Run 1, sequential cells colored by netlist name:
Drawn at 4 px/um. Other sequential cells in the stronger gray, the rest of the logic in the fainter gray.
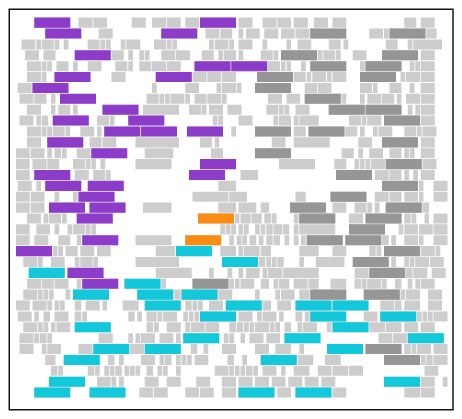
Run 1, routed clock nets over the placement:
Drawn at 4 px/um.
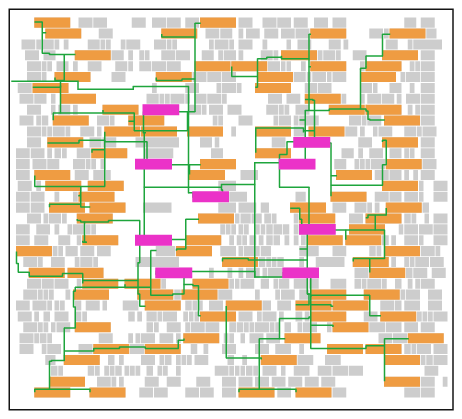
Run 1, power grid:
Drawn at 3 px/um. Pins as bars on the die edge.
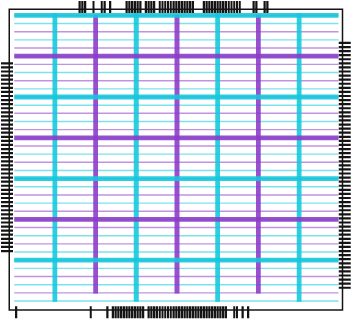
Run 1, placed cells, one color a class:
Drawn at 4 px/um. Fill, decap, tap and diode cells in gray.
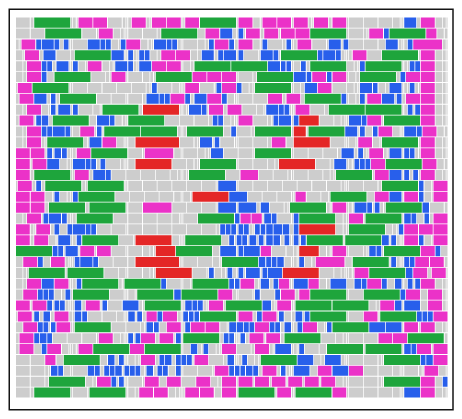
<file path="config.mk">
export PLATFORM = sky130hd
export DESIGN_NAME = mem_access_unit
export DESIGN_NICKNAME = d
export VERILOG_FILES = /design/src/rtl/mem_access_unit.sv
export SDC_FILE = /design/constraint.sdc
export NUM_CORES = 1
export LEC_CHECK = 0
export ABC_AREA = 1
export CAP_MARGIN = 20
export CORE_ASPECT_RATIO = 0.9
export CORE_UTILIZATION = 42
export DETAILED_ROUTE_END_ITERATION = 16
export GPL_ROUTABILITY_DRIVEN = 0
export PLACE_DENSITY = 0.81
export SKIP_CTS_REPAIR_TIMING = 1
export SLEW_MARGIN = 20
export SYNTH_ARGS = -nofsm -noshare
export SYNTH_HDL_FRONTEND = slang
export SYNTH_SLANG_ARGS = --single-unit
</file>
<file path="constraint.sdc">
create_clock -name clk -period 2.19 [get_ports clk]
set_clock_uncertainty 0.05 [all_clocks]
set_input_delay 0.657 -clock clk [delete_from_list [all_inputs] [get_ports clk]]
set_output_delay 0.657 -clock clk [all_outputs]
set_load 0.02 [all_outputs]
</file>
<file path="src/rtl/mem_access_unit.sv">
`timescale 1ns/1ps
`default_nettype none
// ============================================================================
// Module      : mem_access_unit
// Description : Load/store unit between a pipeline request port and a
//               single-ported combinational-read data memory. Handles word
//               accesses directly. Sub-word stores use read-modify-write.
//               Misaligned, illegal-size and out-of-range requests get an
//               error response and never touch the memory.
//               Optional feature macro: MAU_SUBWORD_EN (byte/halfword access).
// Revision    : 1.0 - initial release
// ============================================================================
module mem_access_unit #(
  parameter int DEPTH = 32
) (
  input  logic        clk,
  input  logic        rst_n,
  input  logic        req_valid,
  output logic        req_ready,
  input  logic        req_write,
  input  logic [1:0]  req_size,
  input  logic        req_sign,
  input  logic [31:0] req_addr,
  input  logic [31:0] req_wdata,
  output logic        resp_valid,
  output logic [31:0] resp_rdata,
  output logic        resp_err,
  output logic        MemWrite,
  output logic        MemRead,
  output logic [31:0] Adress,
  output logic [31:0] WriteD,
  input  logic [31:0] Rdata
);

  localparam logic [1:0] c_IDLE = 2'd0;
  localparam logic [1:0] c_RD   = 2'd1;
  localparam logic [1:0] c_WR   = 2'd2;
  localparam logic [1:0] c_RESP = 2'd3;

  localparam logic [1:0] c_SZ_BYTE = 2'd0;
  localparam logic [1:0] c_SZ_HALF = 2'd1;
  localparam logic [1:0] c_SZ_WORD = 2'd2;

  logic [1:0] r_state;
  logic       w_misalign;
  logic       w_bad_size;
  logic       w_out_of_range;
  logic       w_err;

  assign req_ready      = (r_state == c_IDLE);
  // Word index at or beyond DEPTH is the same as byte address >= 4*DEPTH
  assign w_out_of_range = (req_addr[31:2] >= 30'(DEPTH));
  assign w_err          = w_misalign | w_bad_size | w_out_of_range;

`ifdef MAU_SUBWORD_EN
  logic        r_write;
  logic [1:0]  r_size;
  logic        r_sign;
  logic [1:0]  r_lane;
  logic [15:0] r_wdata_lo;

  // Alignment and size legality for byte/half/word requests
  always_comb begin
    w_misalign = 1'b0;
    w_bad_size = 1'b0;
    case (req_size)
      c_SZ_BYTE: w_misalign = 1'b0;
      c_SZ_HALF: w_misalign = req_addr[0];
      c_SZ_WORD: w_misalign = (req_addr[1:0] != 2'b00);
      default:   w_bad_size = 1'b1;
    endcase
  end

  // Select the addressed lane of a memory word and extend it
  function automatic logic [31:0] f_extract(input logic [31:0] word, input logic [1:0] size,
                                            input logic [1:0] lane, input logic sign);
    logic [7:0]  b;
    logic [15:0] h;
    b = word[{lane, 3'b000} +: 8];
    h = lane[1] ? word[31:16] : word[15:0];
    case (size)
      c_SZ_BYTE: f_extract = sign ? {{24{b[7]}}, b} : {24'h0, b};
      c_SZ_HALF: f_extract = sign ? {{16{h[15]}}, h} : {16'h0, h};
      default:   f_extract = word;
    endcase
  endfunction

  // Replace only the addressed lane, keeping the other bytes of the old word
  function automatic logic [31:0] f_merge(input logic [31:0] word, input logic [15:0] wd,
                                          input logic [1:0] size, input logic [1:0] lane);
    f_merge = word;
    if (size == c_SZ_BYTE) begin
      f_merge[{lane, 3'b000} +: 8] = wd[7:0];
    end else if (lane[1]) begin
      f_merge[31:16] = wd;
    end else begin
      f_merge[15:0] = wd;
    end
  endfunction
`else
  logic w_unused_sign;
  assign w_unused_sign = req_sign;
  // Only aligned word accesses exist in this build
  assign w_bad_size = (req_size != c_SZ_WORD);
  assign w_misalign = (req_addr[1:0] != 2'b00);
`endif

  // Control FSM with registered memory strobes and response outputs
  always_ff @(posedge clk or negedge rst_n) begin
    if (!rst_n) begin
      r_state    <= c_IDLE;
      resp_valid <= 1'b0;
      resp_err   <= 1'b0;
      resp_rdata <= 32'h0;
      MemWrite   <= 1'b0;
      MemRead    <= 1'b0;
      Adress     <= 32'h0;
      WriteD     <= 32'h0;
`ifdef MAU_SUBWORD_EN
      r_write    <= 1'b0;
      r_size     <= c_SZ_WORD;
      r_sign     <= 1'b0;
      r_lane     <= 2'b00;
      r_wdata_lo <= 16'h0;
`endif
    end else begin
      resp_valid <= 1'b0;
      case (r_state)
        c_IDLE: begin
          if (req_valid) begin
            Adress <= {2'b00, req_addr[31:2]};
`ifdef MAU_SUBWORD_EN
            r_write    <= req_write;
            r_size     <= req_size;
            r_sign     <= req_sign;
            r_lane     <= req_addr[1:0];
            r_wdata_lo <= req_wdata[15:0];
`endif
            if (w_err) begin
              r_state    <= c_RESP;
              resp_valid <= 1'b1;
              resp_err   <= 1'b1;
              resp_rdata <= 32'h0;
            end else if (req_write && (req_size == c_SZ_WORD)) begin
              r_state <= c_WR;
              MemRead <= 1'b1;
              WriteD  <= req_wdata;
            end else begin
              r_state  <= c_RD;
              MemWrite <= 1'b1;
            end
          end
        end
        c_RD: begin
          MemWrite <= 1'b0;
`ifdef MAU_SUBWORD_EN
          if (r_write) begin
            r_state <= c_WR;
            MemRead <= 1'b1;
            WriteD  <= f_merge(Rdata, r_wdata_lo, r_size, r_lane);
          end else begin
            r_state    <= c_RESP;
            resp_valid <= 1'b1;
            resp_err   <= 1'b0;
            resp_rdata <= f_extract(Rdata, r_size, r_lane, r_sign);
          end
`else
          r_state    <= c_RESP;
          resp_valid <= 1'b1;
          resp_err   <= 1'b0;
          resp_rdata <= Rdata;
`endif
        end
        c_WR: begin
          MemRead    <= 1'b0;
          r_state    <= c_RESP;
          resp_valid <= 1'b1;
          resp_err   <= 1'b0;
          resp_rdata <= 32'h0;
        end
        default: r_state <= c_IDLE;
      endcase
    end
  end

endmodule
`default_nettype wire

</file>
==> reports/qor.txt, run 1 <==
Vias in the first global route -> 3673
First-pass GRT wire length -> 17100 um
Non-Clock Buffer Count -> 213
Comb/total area -> 21.9%
Port bufs -> 200
Metal2 WL -> 5040 um
CP max stage cell -> clkdlybuf4s50_1
Routed length per placed instance -> 12.9 um
Synth unique cells -> 22
Largest area contributor in the netlist -> dfrtp_1
Total of max-cap violations -> 0
Setup-failing EPs final -> 0
Busiest layer in global routing -> met2
Buf/Inv on CP -> 1
Logic area -> 0.00152 mm^2
Count of library flops with an enable pin -> 0
Synth top cells by count -> nand2_1, dfrtp_1, inv_1
Ao+oa area frac -> 14.1%
Syn avg cell area -> 9.54 um^2
Worst hold margin -> 0.304 ns
Detailed Route WL -> 10300 um
Flop share of the area -> 36.2%
Total Power -> 8.37 mW
Top Consumer -> combinational cells
Psw -> 3.07 mW
CP Depth -> 1
Clock buffers -> 12
Bufs on Longest Clock Path -> 2
Adder Area Share -> 1.12%
Worst setup path endpoint -> MemWrite
Cell count in the Yosys report -> 467
Final net count -> 774
Tool warnings -> 32
Final hold vios -> 0
Residual DRC -> 0
Via/cell ratio -> 4.50
Gr ovfl total -> 0
Most common logic cell in the routed design -> clkdlybuf4s50_1
Status -> finished clean
Die height -> 99.7 um
Invs w/o clock -> 65
Metal3 WL -> 708 um
Worst min path class -> in2async
Die width -> 111 um
## Picture notes: 'sequential cells colored by netlist name'
`r_state` -> orange  # flops 2
`Adress` -> cyan  # flops 30
`resp_rdata` -> purple  # flops 32

## Picture notes: 'routed clock nets over the placement'
clock wires -> green  # length 1190 um
flip-flops -> orange  # count 100
clock-net drivers -> magenta  # count 9
routed clock nets = 10

## Picture notes: 'power grid'
VSS -> cyan
VDD -> purple
met1 rails = 36
met5 straps = 7
rows = 35
signal pins = 204
met4 straps = 7

## Picture notes: 'placed cells, one color a class'
remaining buffers and delay cells -> magenta  # cells 213, share of their area 32%
remaining logic cells -> blue  # cells 343, share of their area 26%
sequential cells -> green  # cells 100, share of their area 37%
clock drivers and dummy loads -> red  # cells 15, share of their area 5.0%

--- run 2 (diff from run 1) ---
CAP_MARGIN = not set   (was 20)
SKIP_LAST_GASP = 1   (was not set)
Run 2, sequential cells colored by netlist name:
Drawn at 4 px/um. Other sequential cells in the stronger gray, the rest of the logic in the fainter gray.
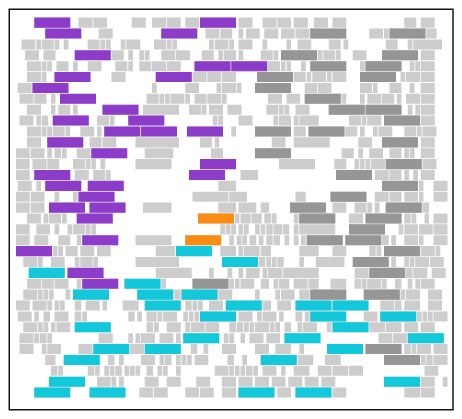
`resp_rdata` -> purple  # flops 32
`Adress` -> cyan  # flops 30
`r_state` -> orange  # flops 2
not colored = 36

Run 2, routing congestion map:
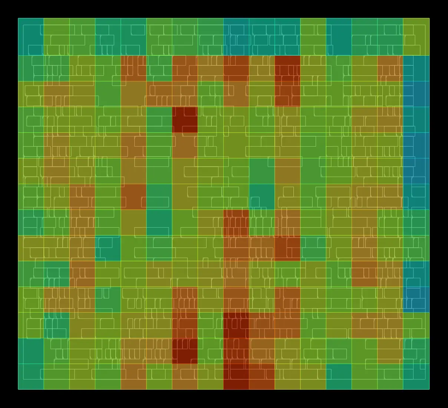
busiest layer in global routing: met2
overall global routing resource usage: 19.3%
met2 Use GR: 32.7%
GR Util met1: 24.5%

Run 2, routed clock nets over the placement:
Drawn at 4 px/um.
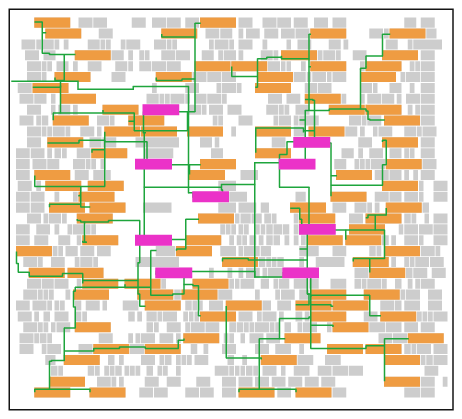
flip-flops -> orange  # count 100
clock wires -> green  # length 1190 um
clock-net drivers -> magenta  # count 9
flops lie = spread over the die

==> run 2 against run 1 <==
Compared with the run above: synthesized cell count stayed put; cell area stayed put; sequential power hardly changed; clock power hardly changed; total power stayed put.
==> reports/qor.txt, run 2 <==
Status -> finished clean
Worst hold margin -> 0.304 ns
Count of library flops with an enable pin -> 0
Top Consumer -> combinational cells
Total of max-cap violations -> 0
Port bufs -> 200
Worst setup path endpoint -> MemWrite
Setup-failing EPs final -> 0
Synth top cells by count -> nand2_1, dfrtp_1, inv_1
Syn. warnings -> 0
Syn avg cell area -> 9.54 um^2
Buf/Inv on CP -> 1
Die height -> 99.7 um
Clock buffers -> 12
Gr ovfl total -> 0
Cell count in the Yosys report -> 467
Synth unique cells -> 22
CP Depth -> 1
Metal3 WL -> 708 um
Adder Area Share -> 1.12%
Via/cell ratio -> 4.50
Final hold vios -> 0
Residual DRC -> 0
Detailed Route WL -> 10300 um
First-pass GRT wire length -> 17100 um
Vias in the first global route -> 3673
Psw -> 3.07 mW
Die width -> 111 um
Crit-path cells -> clkdlybuf4s50_1
Ao+oa area frac -> 14.1%
Flop share of the area -> 36.2%
Metal2 WL -> 5040 um
Largest area contributor in the netlist -> dfrtp_1
Most common logic cell in the routed design -> clkdlybuf4s50_1
#MultiIn Comb -> 278
Comb/total area -> 21.9%
Non-Clock Buffer Count -> 213
Logic area -> 0.00152 mm^2
Tool warnings -> 32
Total Power -> 8.37 mW
Routed length per placed instance -> 12.9 um
CP max stage cell -> clkdlybuf4s50_1
--- run 3 (diff from run 2) ---
CTS_CLUSTER_SIZE = 8   (was not set)
SLEW_MARGIN = not set   (was 20)
Run 3, sequential cells colored by netlist name:
Drawn at 4 px/um. Other sequential cells in the stronger gray, the rest of the logic in the fainter gray.
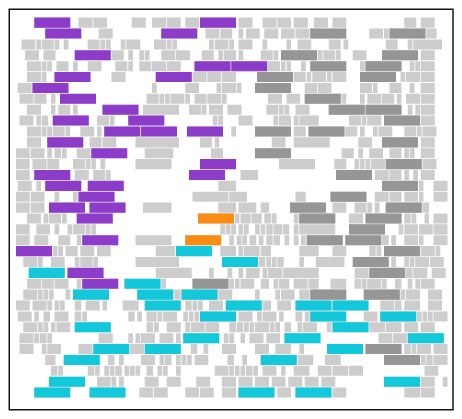
`resp_rdata` -> purple  # flops 32
`Adress` -> cyan  # flops 30
`r_state` -> orange  # flops 2

Run 3, routed clock nets over the placement:
Drawn at 4 px/um.
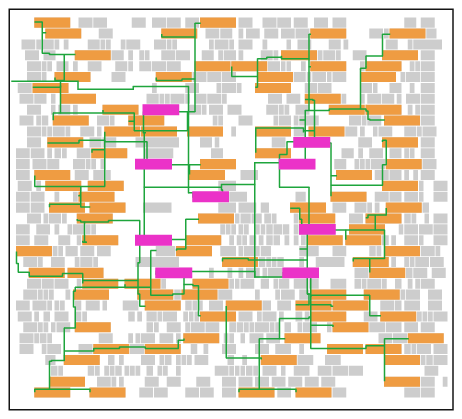
clock-net drivers -> magenta  # count 9
clock wires -> green  # length 1190 um
flip-flops -> orange  # count 100
flops lie = spread over the die
routed clock nets = 10

Run 3, routing congestion map:
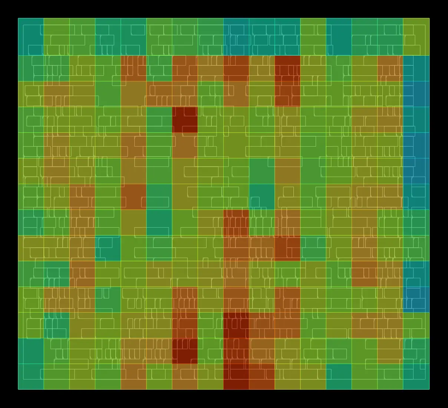
utilization after layout: 67.1%
routed length per placed instance: 12.9 um
met3 Track Usage GR: 5.42%

==> run 3 against run 2 <==
Compared with the run above: count of clock-buffer cells in the layout unchanged; total power unchanged; sequential cell count unchanged; clock power about the same; register-to-register slack about the same; worst setup slack unchanged; sequential share of layout area unchanged; cell count unchanged; combinational power about the same; worst hold slack unchanged; fmax unchanged; critical endpoint unchanged.
==> reports/qor.txt, run 3 <==
Status -> finished clean
Overall global routing resource usage -> 19.3%
Setup-failing EPs final -> 0
Clock buffers -> 12
Most common logic cell in the routed design -> clkdlybuf4s50_1
Buf/Inv on CP -> 1
Count of library flops with an enable pin -> 0
Vias in the first global route -> 3673
Syn avg cell area -> 9.54 um^2
Top Family by Delay on Critical Path -> buffers and inverters
Synth top cells by count -> nand2_1, dfrtp_1, inv_1
GR Util met1 -> 24.5%
Syn. warnings -> 0
Total of max-cap violations -> 0
Non-Clock Buffer Count -> 213
Reg clk slew, reported paths -> 0.06 ns
Bufs on Longest Clock Path -> 2
Crit-path cells -> clkdlybuf4s50_1
#MultiIn Comb -> 278
CTS Sinks -> 100
Worst setup path endpoint -> MemWrite
Largest area contributor in the netlist -> dfrtp_1
Logic area -> 0.00152 mm^2
Metal2 WL -> 5040 um
Busiest layer in global routing -> met2
Via/cell ratio -> 4.50
Die width -> 111 um
Comb/total area -> 21.9%
Worst min path class -> in2async
Invs w/o clock -> 65
Die height -> 99.7 um
Ao+oa area frac -> 14.1%
Met2 Use GR -> 32.7%
Total Power -> 8.37 mW
Adder Area Share -> 1.12%
First-pass GRT wire length -> 17100 um
Initial DRC Count -> 176
Final hold vios -> 0
Gr ovfl total -> 0
CP Depth -> 1
Port bufs -> 200
Power is estimated from default activity; no workload was simulated.
